### Sizing map

(6 px per um)
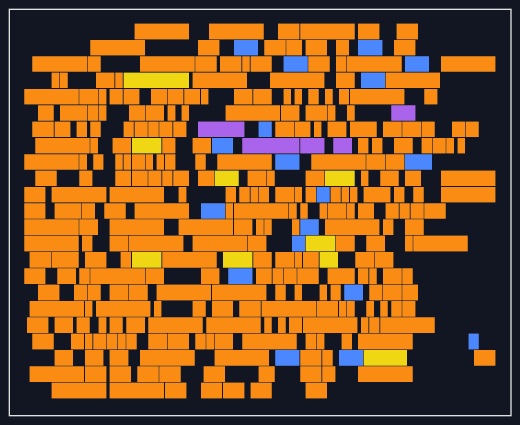
### Register map, names as in the netlist

(4 px per um) Other sequential cells in the stronger grey, the rest of the logic in the fainter grey.
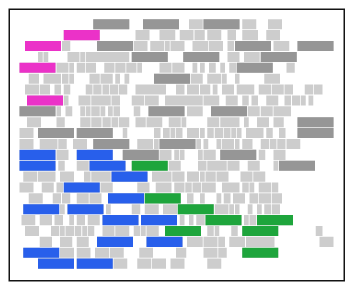
File: src/rtl/fsm_seq_ctrl.sv
// Sequencer that walks the idle/start/stop/clear FSM through one
// high-low-high-low cycle on `a` and confirms each step on `k2`.
module fsm_seq_ctrl #(
    parameter int CNT_W  = 8,
    parameter int TO_CYC = 16,
    parameter int RUN_W  = 16
) (
    input  logic             clk,
    input  logic             reset,
    input  logic             go,
    input  logic [CNT_W-1:0] len_hi,
    input  logic [CNT_W-1:0] len_lo,
    output logic             a,
    input  logic             k2,
    output logic             busy,
    output logic             done,
    output logic             err,
    output logic [RUN_W-1:0] runs
);

    localparam int TO_W = (TO_CYC > 2) ? $clog2(TO_CYC) : 2;
    localparam logic [TO_W-1:0] TO_LAST = TO_W'(TO_CYC - 1);
    localparam logic [CNT_W-1:0] C_ONE = CNT_W'(1);
    localparam logic [TO_W-1:0] W_ONE = TO_W'(1);

    typedef enum logic [2:0] {
        IDLE,
        HI1,
        LO1,
        HI2,
        LO2
    } state_t;

    state_t           state, state_d;
    logic [CNT_W-1:0] hi_q, hi_d;
    logic [CNT_W-1:0] lo_q, lo_d;
    logic [CNT_W-1:0] cnt, cnt_d;
    logic [TO_W-1:0]  wcnt, wcnt_d;
    logic             a_d, busy_d, done_d, err_d;
    logic [RUN_W-1:0] runs_d;
    logic             w_last;

    assign w_last = (wcnt == TO_LAST);

    always_ff @(posedge clk or negedge reset) begin
        if (!reset) begin
            state <= IDLE;
            hi_q  <= '0;
            lo_q  <= '0;
            cnt   <= '0;
            wcnt  <= '0;
            a     <= 1'b0;
            busy  <= 1'b0;
            done  <= 1'b0;
            err   <= 1'b0;
            runs  <= '0;
        end else begin
            state <= state_d;
            hi_q  <= hi_d;
            lo_q  <= lo_d;
            cnt   <= cnt_d;
            wcnt  <= wcnt_d;
            a     <= a_d;
            busy  <= busy_d;
            done  <= done_d;
            err   <= err_d;
            runs  <= runs_d;
        end
    end

    // Lengths are latched already clamped to >=1, so hi_q-1 never wraps.
    always_comb begin
        state_d = state;
        hi_d    = hi_q;
        lo_d    = lo_q;
        cnt_d   = cnt;
        wcnt_d  = wcnt;
        unique case (state)
            IDLE: begin
                if (go) begin
                    hi_d    = (len_hi == '0) ? C_ONE : len_hi;
                    lo_d    = (len_lo == '0) ? C_ONE : len_lo;
                    cnt_d   = '0;
                    state_d = HI1;
                end
            end
            HI1: begin
                if (cnt == hi_q - C_ONE) begin
                    cnt_d   = '0;
                    state_d = LO1;
                end else begin
                    cnt_d = cnt + C_ONE;
                end
            end
            LO1: begin
                if (cnt == lo_q - C_ONE) begin
                    cnt_d   = '0;
                    wcnt_d  = '0;
                    state_d = HI2;
                end else begin
                    cnt_d = cnt + C_ONE;
                end
            end
            HI2: begin
                if (k2) begin
                    wcnt_d  = '0;
                    state_d = LO2;
                end else if (w_last) begin
                    state_d = IDLE;
                end else begin
                    wcnt_d = wcnt + W_ONE;
                end
            end
            LO2: begin
                if (!k2 || w_last) begin
                    state_d = IDLE;
                end else begin
                    wcnt_d = wcnt + W_ONE;
                end
            end
            default: state_d = IDLE;
        endcase
    end

    // Outputs are registered from the next state so they align with it.
    always_comb begin
        a_d    = (state_d == HI1) || (state_d == HI2);
        busy_d = (state_d != IDLE);
        done_d = (state == LO2) && !k2;
        err_d  = ((state == HI2) && !k2 && w_last) ||
                 ((state == LO2) && k2 && w_last);
        runs_d = runs + RUN_W'(done_d);
    end

endmodule

File: config.mk
export PLATFORM = sky130hd
export DESIGN_NAME = fsm_seq_ctrl
export DESIGN_NICKNAME = d
export VERILOG_FILES = /design/src/rtl/fsm_seq_ctrl.sv
export SDC_FILE = /design/constraint.sdc
export NUM_CORES = 1
export LEC_CHECK = 0
export ABC_CLOCK_PERIOD_IN_PS = 4200
export CAP_MARGIN = 30
export CORE_ASPECT_RATIO = 0.8
export CORE_MARGIN = 2
export CORE_UTILIZATION = 55
export CTS_CLUSTER_DIAMETER = 150
export DETAILED_ROUTE_END_ITERATION = 10
export GPL_TIMING_DRIVEN = 0
export MAX_ROUTING_LAYER = met4
export PLACE_DENSITY = 0.81
export SYNTH_ARGS = -nofsm -noshare
export SYNTH_HDL_FRONTEND = slang
export SYNTH_SLANG_ARGS = --single-unit
File: constraint.sdc
create_clock -name clk -period 4.2 [get_ports clk]
set_clock_uncertainty 0.15 [all_clocks]
set_input_delay 0.42 -clock clk [delete_from_list [all_inputs] [get_ports clk]]
set_output_delay 0.42 -clock clk [all_outputs]
set_load 0.05 [all_outputs]
==> Changelog: implementation <==
## Implementation

* Status: finished, final reports clean
* Antenna fix cells at 0
* Initial DRT Pass Iterations at 4
* Vias at 2,110
* Worst path bufs/invs at 2
* Final Setup Violations at 0
* Fin util at between 60% and 70%
* Synth top area share at 46.05%
* R2R depth at 10
* DRC viols at 0
* Worst VDD drop at 0.3222 mV
* Worst-Margin Slew at 756.4 ps
* DIE WIDTH at 83.37 um
* First-pass GRT wire length at 9.149 mm
* Adder Area Share at 2.709%
* CP max-delay cell: dfrtp_1
* HP Class: reg -> reg
* Post_cts resized at 0
* CP Launch Point: lo_q[0]$_DFFE_PN0P_
* Syn nets at between 200 and 300
* Placer congestion estimate at 0.9214
* Core box area at around 4900 sq um
* NumNets Final at roughly 350
* WP data arrival at between 2000 and 3000 ps
* Critical-path cell list: inv_1 > ha_1 > nor2b_1 > or3_1 > a31oi_1 > o2111ai_4 > a22oi_4 > buf_6 > nor2_2 > a211o_1
* Yosys top cell by area: dfrtp_1
* CP required at 4250 ps
* Final HPWL DP at a little over 4 mm
* Worst flop-to-flop path startpoint: lo_q[0]$_DFFE_PN0P_
* CTS tree: done
* Wire per inst at roughly 14 um
* Synthesized registers at around 50
* Site Rows at 23
* # Max-Cap Violations at 0
* Area fraction in mux cells at between 4 and 5%
* # fillers at 367
* Maximum clock insertion buffer count at 2
* Worst setup EP type: flip-flop
* Worst Setup EP: cnt[5]$_DFFE_PN0P_
* Simple share at 20.41%
* CP max stage delay at 480 ps
* Top cells by area: dfrtp_1 (46%), xnor2_1 (7.0%), mux2_2 (4.1%)
* Placed instance area at 3264 sq um
* Post-route clock period utilization at between 60% and 70%
* Starting Density at approximately 56%
* Post-Route WL at around 5.4 mm
* Yosys cell types at 52
* Worst setup path class: reg -> reg
* Yosys top cell by instances: dfrtp_1
* Cell depth of the worst setup path at 10
* Design Area, Final at 3391 sq um
* H-tree Lvls at 2
* Seq share, synth at 46.05%
* Reg2Reg Setup Slack at 1290 ps
Back to the opening pictures, 'Sizing map':
legend:
  _2 cells:
    colour: blue
    cells: 18
    most_used: mux2_2
  _6 and larger:
    colour: yellow
    cells: 9
    most_used: clkbuf_8
  _3 and _4 cells:
    colour: purple
    cells: 5
  _0 and _1 cells:
    colour: orange
    cells: 291
    most_used: dfrtp_1

Back to the opening pictures, 'Register map, names as in the netlist':
legend:
  `runs`:
    colour: blue
    flops: 16
  `wcnt`:
    colour: magenta
    flops: 4
    where: top left
  `hi_q`:
    colour: green
    flops: 8

flip-flops by register name (all words and copies together), names as in the netlist:
signal / flops
lo_q: 8
wcnt: 4
done: 1
hi_q: 8
err: 1
a: 1
cnt: 8
runs: 16
state: 3
busy: 1
power breakdown:
| part | switching [mW] | internal, mW |
|---|---|---|
| clock | 0.173 | 0.181 |
| combinational | 0.443 | 0.377 |
| sequential | 0.135 | 0.614 |
| total | 0.751 | 1.17 |
layout make-up:
class | instances | area, sq um | area share (%)
Buffer | 10 | 45.04 | 1.328
Clock buffer | 5 | 68.82 | 2.030
Clock inverter | 3 | 47.55 | 1.402
Inverter | 11 | 41.29 | 1.218
Multi-Input combinational cell | 201 | 1409 | 41.55
Sequential cell | 51 | 1276 | 37.64
Tap cell | 62 | 77.57 | 2.288
Timing Repair Buffer | 42 | 425.4 | 12.55
per-stage QoR:
stage | hold slack (ps) | instances
after global routing | 363.5 | 385
final | 337.6 | 385
after CTS | 338.2 | 385
after global placement | 314.3 | 374
after detailed placement | 269.3 | 376
after floorplan | -25.59 | 273
worst min-delay path by stage:
stage	depth (start not counted)	endpoint	startpoint	slack, ps
final	1	runs[15]$_DFF_PN0_	runs[15]$_DFF_PN0_	340
after global routing	1	runs[15]$_DFF_PN0_	runs[15]$_DFF_PN0_	360
after CTS	1	runs[15]$_DFF_PN0_	runs[15]$_DFF_PN0_	340
after detailed placement	1	cnt[3]$_DFFE_PN0P_	reset	270
after global placement	1	runs[15]$_DFF_PN0_	runs[15]$_DFF_PN0_	310
after floorplan	0	a$_DFF_PN0_	reset	-30
routing by layer:
layer	vias to the layer above	part of all wire, %	GRT usage [%]
li1	1071	-	-
met1	1002	50	27.81
met4	0	1.2	7.172
met3	6	3.0	4.156
met2	31	46	33.17
met5	-	0	-
Power is estimated from default activity; no workload was simulated.
